### config.mk
export PLATFORM = sky130hd
export DESIGN_NAME = piso_serializer
export DESIGN_NICKNAME = d
export VERILOG_FILES = /design/src/rtl/piso_pkg.sv /design/src/rtl/dff_cell.sv /design/src/rtl/piso_serializer.sv
export SDC_FILE = /design/constraint.sdc
export NUM_CORES = 1
export LEC_CHECK = 0
export CORE_AREA = 5 5 42 44
export DETAILED_ROUTE_END_ITERATION = 10
export DIE_AREA = 0 0 47 49
export DONT_BUFFER_PORTS = 1
export GPL_TIMING_DRIVEN = 0
export PLACE_DENSITY = 0.66
export SETUP_SLACK_MARGIN = 0.05
export SKIP_LAST_GASP = 1
export SLEW_MARGIN = 20
export SYNTH_ARGS = -nofsm -noshare
export SYNTH_HDL_FRONTEND = slang
export SYNTH_SLANG_ARGS = --single-unit
### constraint.sdc
create_clock -name clk -period 1.3 [get_ports clk]
set_input_delay 0.26 -clock clk [delete_from_list [all_inputs] [get_ports clk]]
set_output_delay 0.26 -clock clk [all_outputs]
set_load 0.02 [all_outputs]
### src/rtl/piso_pkg.sv
// Shared definitions for the parallel-in / serial-out serializer.
//   state_t       : FSM state encoding (IDLE = no word in flight, SHIFT = word in flight)
//   DEFAULT_WIDTH : default parallel word width
package piso_pkg;

  typedef enum logic {
    ST_IDLE  = 1'b0,
    ST_SHIFT = 1'b1
  } state_t;

  localparam int DEFAULT_WIDTH = 8;

endpackage

### src/rtl/dff_cell.sv
// One shift-register bit: D flip-flop with async active-high reset and a
// load-enable mux selecting between a parallel load value and the shift input.
// Ports:
//   clk        : clock, rising edge
//   rst        : async active-high reset, clears o_q
//   i_en       : update enable; o_q holds when low
//   i_load     : 1 = take i_load_d, 0 = take i_shift_d
//   i_load_d   : parallel load bit
//   i_shift_d  : bit shifted in from the neighbouring cell
//   o_q        : registered bit
module dff_cell (
  input  logic clk,
  input  logic rst,
  input  logic i_en,
  input  logic i_load,
  input  logic i_load_d,
  input  logic i_shift_d,
  output logic o_q
);

  always_ff @(posedge clk or posedge rst) begin
    if (rst) begin
      o_q <= 1'b0;
    end else if (i_en) begin
      o_q <= i_load ? i_load_d : i_shift_d;
    end
  end

endmodule

### src/rtl/piso_serializer.sv
// Parallel-in / serial-out serializer.
// Handshake: a word is loaded on a rising edge where load_valid && load_ready;
// load_valid is ignored while load_ready is 0. load_ready is high in IDLE and in
// the cycle carrying the last bit, so words can stream back-to-back with no gap.
// Ports:
//   clk         : clock, rising edge
//   rst         : async active-high reset
//   din         : parallel word (sampled only at the load edge)
//   load_valid  : din holds a word to load
//   load_ready  : block accepts a word this cycle
//   sout        : serial bit (0 when sout_valid is 0)
//   sout_valid  : sout is a valid bit
//   done        : pulse on the last bit of a word
//   dbg_state   : current FSM state (0 = IDLE, 1 = SHIFT)
module piso_serializer
  import piso_pkg::*;
#(
  parameter int WIDTH     = DEFAULT_WIDTH,
  parameter bit LSB_FIRST = 1'b0
) (
  input  logic             clk,
  input  logic             rst,
  input  logic [WIDTH-1:0] din,
  input  logic             load_valid,
  output logic             load_ready,
  output logic             sout,
  output logic             sout_valid,
  output logic             done,
  output logic             dbg_state
);

  localparam int CW = (WIDTH > 1) ? $clog2(WIDTH) : 1;
  localparam logic [CW-1:0] LAST = CW'(WIDTH - 1);
  // The bit presented on sout is the end of the register that shifts out.
  localparam int OUT_IDX = LSB_FIRST ? 0 : WIDTH - 1;

  state_t          r_state;
  logic [CW-1:0]   r_cnt;
  logic [WIDTH-1:0] w_q;
  logic            w_shift;
  logic            w_last;
  logic            w_ready;
  logic            w_load;
  logic            w_en;

  assign w_shift = (r_state == ST_SHIFT);
  assign w_last  = w_shift && (r_cnt == LAST);
  assign w_ready = !w_shift || w_last;
  assign w_load  = load_valid && w_ready;
  // Cells keep shifting in SHIFT; the final shift on the last-bit edge
  // drains the register to all zeros when no new word follows.
  assign w_en    = w_load || w_shift;

  always_ff @(posedge clk or posedge rst) begin
    if (rst) begin
      r_state <= ST_IDLE;
      r_cnt   <= '0;
    end else if (w_load) begin
      r_state <= ST_SHIFT;
      r_cnt   <= '0;
    end else if (w_last) begin
      r_state <= ST_IDLE;
      r_cnt   <= '0;
    end else if (w_shift) begin
      r_cnt   <= r_cnt + 1'b1;
    end
  end

  for (genvar j = 0; j < WIDTH; j++) begin : g_bit
    logic w_shift_d;
    if (LSB_FIRST) begin : g_lsb
      if (j == WIDTH - 1) begin : g_end
        assign w_shift_d = 1'b0;
      end else begin : g_mid
        assign w_shift_d = w_q[j+1];
      end
    end else begin : g_msb
      if (j == 0) begin : g_end
        assign w_shift_d = 1'b0;
      end else begin : g_mid
        assign w_shift_d = w_q[j-1];
      end
    end

    dff_cell u_cell (
      .clk       (clk),
      .rst       (rst),
      .i_en      (w_en),
      .i_load    (w_load),
      .i_load_d  (din[j]),
      .i_shift_d (w_shift_d),
      .o_q       (w_q[j])
    );
  end

  assign sout       = w_shift & w_q[OUT_IDX];
  assign sout_valid = w_shift;
  assign done       = w_last;
  assign load_ready = w_ready;
  assign dbg_state  = r_state;

endmodule

Figure 1. Gate families picked out (run 1).
(6 px per µm)
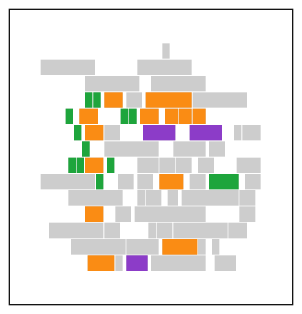
| family | color | cells |
|---|---|---|
| multiplexers | purple | 3 |
| inverting AOI/OAI gates | orange | 13 |
| NAND gates | green | 12 |
non-filler cells in the finished layout: 89
multi-input gate share of the layout cell area: 36.6%
dominant logic cell type in the layout: sky130_fd_sc_hd__buf_4

Figure 2. Clock wiring as the flow saved it (run 1).
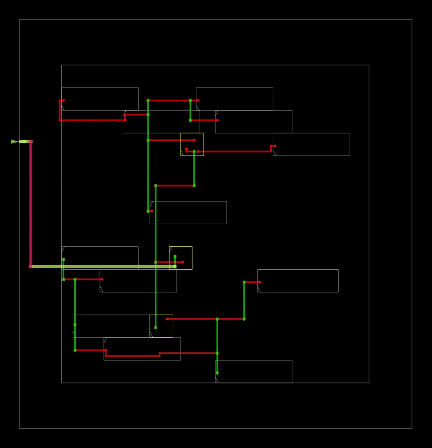
Final Skew: 0.000496 ns
CTS sink count: 12

Figure 3. M3 wires (run 1).
(10 px per µm)
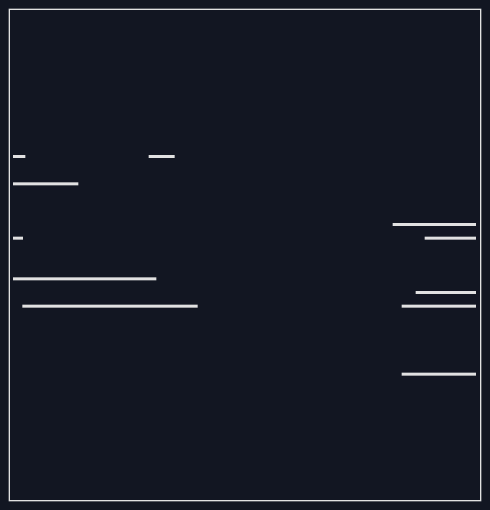
share of all routed wire: 5.7%
wire length on this layer: 74.3 µm
met3 track demand over resource: 2.95%
aggregate routed wire length: 1300 µm
total number of vias: 477

Figure 4. Routed clock nets over the placement (run 1).
(10 px per µm)
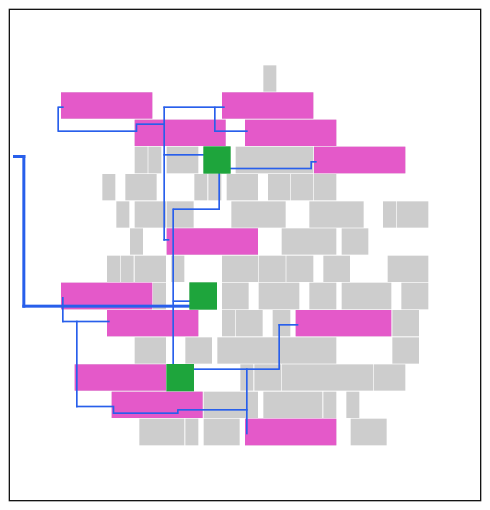
[clock wires] blue | length: 175 µm
[cells driving clock nets] green | count: 3
[flip-flops] magenta | count: 12
routed clock nets: 4
power share of the clock group: 10.9%
Clock Power: 0.000224 W

==> reports/notes.md, run 1 <==
## Logic synthesis
* Yosys Warn Count: 0
* Post-synth seq share: 48.9%

## Job
* # Max-Cap Violations: 0
* count of tool warnings: 29

## Drt
* average wire per standard cell: 14.6 µm
* starting DRC count in detailed routing: 6
* Vias per Instance: 5.36
* number of antenna-violating nets in the routed design: 0

## Worst setup path
* origin of the critical flop-to-flop path: r_cnt[1]
* delay of the slowest cell on the worst path: 0.39 ns
* Worst Setup SP: r_cnt[1]
* nature of the critical path endpoint: output port
* critical path cell sequence: ha_2, ha_4, nand2b_4, buf_8
* master of the slowest instance on the critical path: sky130_fd_sc_hd__dfrtp_1

## Final layout
* number of fill cells in the layout: 115

## Power
* heaviest power group: combinational logic
* power per cell area: 2450 mW/mm²
* maximum vdd drop: 1440 µV

## Status
* result of the run: finished with violations
* failing checks: negative setup slack

## Placed design
* GP Congestion: 0.712
* Placed Cells incl. Taps: 73
* sum of net half-perimeters after detailed placement: 840 µm

## Final timing
* worst setup slack after layout: -0.253 ns
* total of endpoints with negative setup slack in the final report: 13

## Global routing
* total gr overflow: 0

## Die
* die footprint: 0.00230 mm²

## CTS
* number of H-tree levels: 1

## run 1: logic make-up (layout without fill, tap and decap cells)
| logic type | Yosys count | after routing | synth area share [%] |
|---|---|---|---|
| and+or+nand+nor | 16 | 16 | 13.2 |
| AOI/OAI and AO/OA | 14 | 14 | 17.9 |
| DFF | 12 | 12 | 48.9 |
| buffers and inverters | 10 | 26 | 9.37 |
| muxes | 3 | 3 | 6.52 |
| adders and majority gates | 2 | 2 | 4.07 |
## run 1: synth_stat cells
library cell               instances  area (µm²)
sky130_fd_sc_hd__o21ai_0           1        5.00
sky130_fd_sc_hd__dfrtp_1          12         300
sky130_fd_sc_hd__nor2_1            1        3.75
sky130_fd_sc_hd__a21boi_2          1        11.3
sky130_fd_sc_hd__mux2i_1           1        10.0
sky130_fd_sc_hd__nand2_1          11        41.3
sky130_fd_sc_hd__o22ai_1           3        18.8
sky130_fd_sc_hd__o32ai_1           1        8.76
sky130_fd_sc_hd__a32oi_1           5        43.8
sky130_fd_sc_hd__mux2_4            2        30.0
sky130_fd_sc_hd__ha_1              2        25.0
sky130_fd_sc_hd__nand2b_4          1        13.8
sky130_fd_sc_hd__a31oi_1           2        12.5
sky130_fd_sc_hd__buf_6             2        22.5
sky130_fd_sc_hd__inv_1             6        22.5
sky130_fd_sc_hd__and2_2            2        15.0
sky130_fd_sc_hd__buf_2             1        5.00
sky130_fd_sc_hd__or2b_1            1        7.51
sky130_fd_sc_hd__a32o_1            1        10.0
sky130_fd_sc_hd__buf_4             1        7.51
## run 1: metrics by stage
stage          total power (W)  hold WS, ns
2_1_floorplan          0.00126        0.125
3_3_place_gp           0.00136        0.190
3_5_place_dp           0.00138        0.193
4_1_cts                0.00193       0.0858
5_1_grt                0.00221       0.0828
6_report               0.00205       0.0891
## run 1: layout make-up
cell class / instances / area, µm² / share of cell area (%)
Multi-Input combinational cell: 35 / 307 / 36.6
Sequential cell: 12 / 302 / 36.0
Timing Repair Buffer: 13 / 125 / 14.9
Buffer: 4 / 38.8 / 4.63
Clock buffer: 3 / 22.5 / 2.69
Inverter: 6 / 22.5 / 2.69
Tap cell: 16 / 20.0 / 2.39
## run 1: sequential cells by signal, indices dropped and copies added (netlist names)
| signal | cells |
|---|---|
| dbg_state | 1 |
| g_bit.u_cell.o_q | 8 |
| r_cnt | 3 |
## run 1: worst min path at each step
| stage | start | to | slack (ns) | depth (start not counted) |
|---|---|---|---|---|
| floorplan | rst | dbg_state | 0.12 | 1 |
| global placement | rst | r_cnt[2] | 0.19 | 1 |
| detailed placement | rst | r_cnt[2] | 0.19 | 1 |
| CTS | load_valid | r_cnt[2] | 0.09 | 1 |
| global route | load_valid | r_cnt[2] | 0.08 | 1 |
| finish | load_valid | r_cnt[2] | 0.09 | 1 |
## run 1: per-layer routing
metal | part of all wire, % | vias up | track usage, %
li1 | - | 234 | -
met1 | 44 | 230 | 16.0
met2 | 49 | 11 | 19.0
met3 | 5.7 | 2 | 2.95
met4 | 1.1 | 0 | 6.91
met5 | 0 | - | 0
## run 1: what timing repair did
action,in CTS,in global routing
hold buffers,1,0
buffers inserted,7,4
endpoints found under the setup margin,14,15
cloned,1,0
gates resized,6,2
pin swaps,6,0
hold endpoints to repair,12,0
Figure 5. Routed metal, one color a layer (run 1).
(6 px per µm)
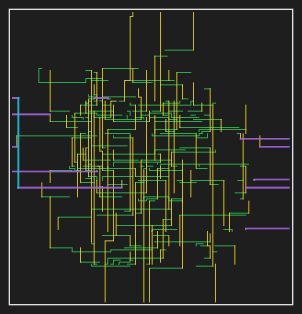

==> run 2: changes to the inputs <==
--- a/config.mk
+++ b/config.mk
@@ -6,11 +6,13 @@
 export NUM_CORES = 1
 export LEC_CHECK = 0
 export CORE_AREA = 5 5 42 44
+export CTS_CLUSTER_SIZE = 24
 export DETAILED_ROUTE_END_ITERATION = 10
 export DIE_AREA = 0 0 47 49
 export DONT_BUFFER_PORTS = 1
 export GPL_TIMING_DRIVEN = 0
 export PLACE_DENSITY = 0.66
+export REMOVE_ABC_BUFFERS = 1
 export SETUP_SLACK_MARGIN = 0.05
 export SKIP_LAST_GASP = 1
 export SLEW_MARGIN = 20
Figure 6. Routed metal, one color a layer (run 2).
(6 px per µm)
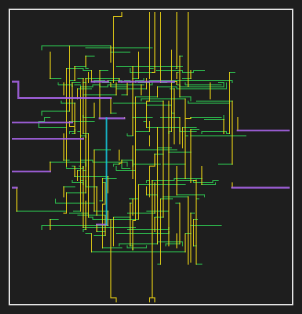
| layer | color | wire length |
|---|---|---|
| met1 | green | 545 µm |
| met3 | purple | 83.2 µm |
| met4 | cyan | 17.7 µm |
| met2 | yellow | 653 µm |
aggregate routed wire length: 1300 µm
average wire per standard cell: 16.0 µm
global-route usage over all layers: 13.1%

Figure 7. Gate families picked out (run 2).
(6 px per µm)
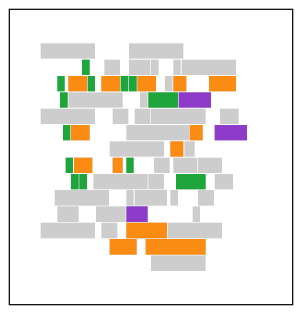
| family | color | cells |
|---|---|---|
| multiplexers | purple | 3 |
| NAND gates | green | 13 |
| inverting AOI/OAI gates | orange | 13 |
non-filler cells in the finished layout: 81
multi-input gate share of the layout cell area: 42.4%

Figure 8. Clock wiring as the flow saved it (run 2).
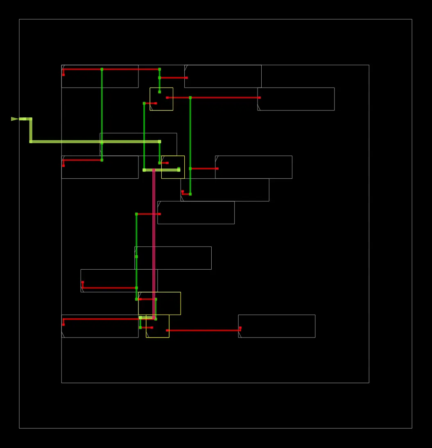
clk ins delay skew pair: 0.28 ns
Flops: 12
Clock Power: 0.000302 W
Final Skew: 0.00415 ns
total CTS buffers: 3

==> reports/notes.md, run 2 <==
## Final layout
* register name with the most flops: g_bit.u_cell.o_q

## Final timing
* total of endpoints with negative setup slack in the final report: 15, +2
* worst setup slack after layout: -0.188 ns, +0.0646 ns

## Drt
* starting DRC count in detailed routing: 9, +3
* total number of vias: 461, -3.4%
* number of antenna-violating nets in the routed design: 0, unchanged

## Placed design
* sum of net half-perimeters after detailed placement: 759 µm, -9.6%
* GP Congestion: 0.652, -8.5%

## Logic synthesis
* Yosys Warn Count: 0, unchanged
* Post-synth seq share: 48.9%, unchanged
* most common cell in the synthesized netlist: sky130_fd_sc_hd__dfrtp_1
* number of enable-type register cells in the synthesized netlist: 0, unchanged

## Worst setup path
* critical path cell sequence: ha_2, ha_4, nand2b_4
* master of the slowest instance on the critical path: sky130_fd_sc_hd__dfrtp_1
* nature of the critical path endpoint: output port

## Status
* result of the run: finished with violations
* failing checks: negative setup slack

## Job
* count of tool warnings: 27, -6.9%
* # Max-Cap Violations: 0, unchanged

## Die
* die footprint: 0.00230 mm², unchanged

## CTS
* CTS sink count: 12, unchanged

-- run 2: logic make-up (layout without fill, tap and decap cells) --
family / count (synthesis) / after routing / synth area share [%]
compound gates: 14 / 14 / 17.9
fa+ha+maj: 2 / 2 / 4.07
buf+inv: 10 / 17 / 9.37
flops: 12 / 12 / 48.9
mux: 3 / 3 / 6.52
simple gates: 16 / 17 / 13.2
-- run 2: worst paths after layout --
check | start | to | slack, ns | cells after the start
min in group asynchronous | rst | g_bit[6].u_cell.o_q | 0.43 | 2
max in group asynchronous | rst | dbg_state | 0.52 | 2
min | load_valid | r_cnt[1] | 0.07 | 1
max | r_cnt[1] | load_ready | -0.19 | 3
max reg2reg | r_cnt[1] | g_bit[6].u_cell.o_q | -0.18 | 7
min reg2reg | g_bit[4].u_cell.o_q | g_bit[5].u_cell.o_q | 0.49 | 2
-- run 2: through the flow --
step           TNS, ns  std cells  hold WS, ns  worst slack [ns]  util, %
2_1_floorplan   -0.734         53        0.125            -0.101        -
3_3_place_gp     -2.22         69        0.182            -0.223     42.8
3_5_place_dp     -2.37         69        0.191            -0.238     42.8
4_1_cts          -1.18         81       0.0616            -0.189     53.2
5_1_grt          -2.13         81       0.0578            -0.234     54.9
6_report         -1.25         81       0.0683            -0.188     54.9
-- run 2: routing by layer --
metal	track usage [%]	up-vias	wire, µm
li1	-	219	-
met1	16.6	225	544
met2	19.9	15	652
met3	2.95	2	83
met4	6.91	0	17
met5	0	-	0
-- run 2: where the power goes --
group / total [W] / internal, W / switching [W]
Sequential: 0.000667 / 0.000528 / 0.000139
Combinational: 0.000946 / 0.000501 / 0.000445
Clock: 0.000302 / 0.000170 / 0.000131
-- run 2: layout make-up --
type                    instances  area (µm²)
fillers                       128         632
well taps                      16        20.0
inverters                       6        22.5
multi-input cells              36         327
clock buffers                   4        36.3
repair buffers                  7        60.1
flip-flops and latches         12         304
-- run 2: what timing repair did --
item / CTS / global route
setup buffers: 6 / 1
gates cloned: 1 / 0
setup endpoints to repair: 17 / 15
hold buffers: 1 / 0
endpoints found under the hold margin: 12 / 0
gates resized: 15 / 4
pin swaps: 6 / 5
Power and IR drop assume default switching activity.
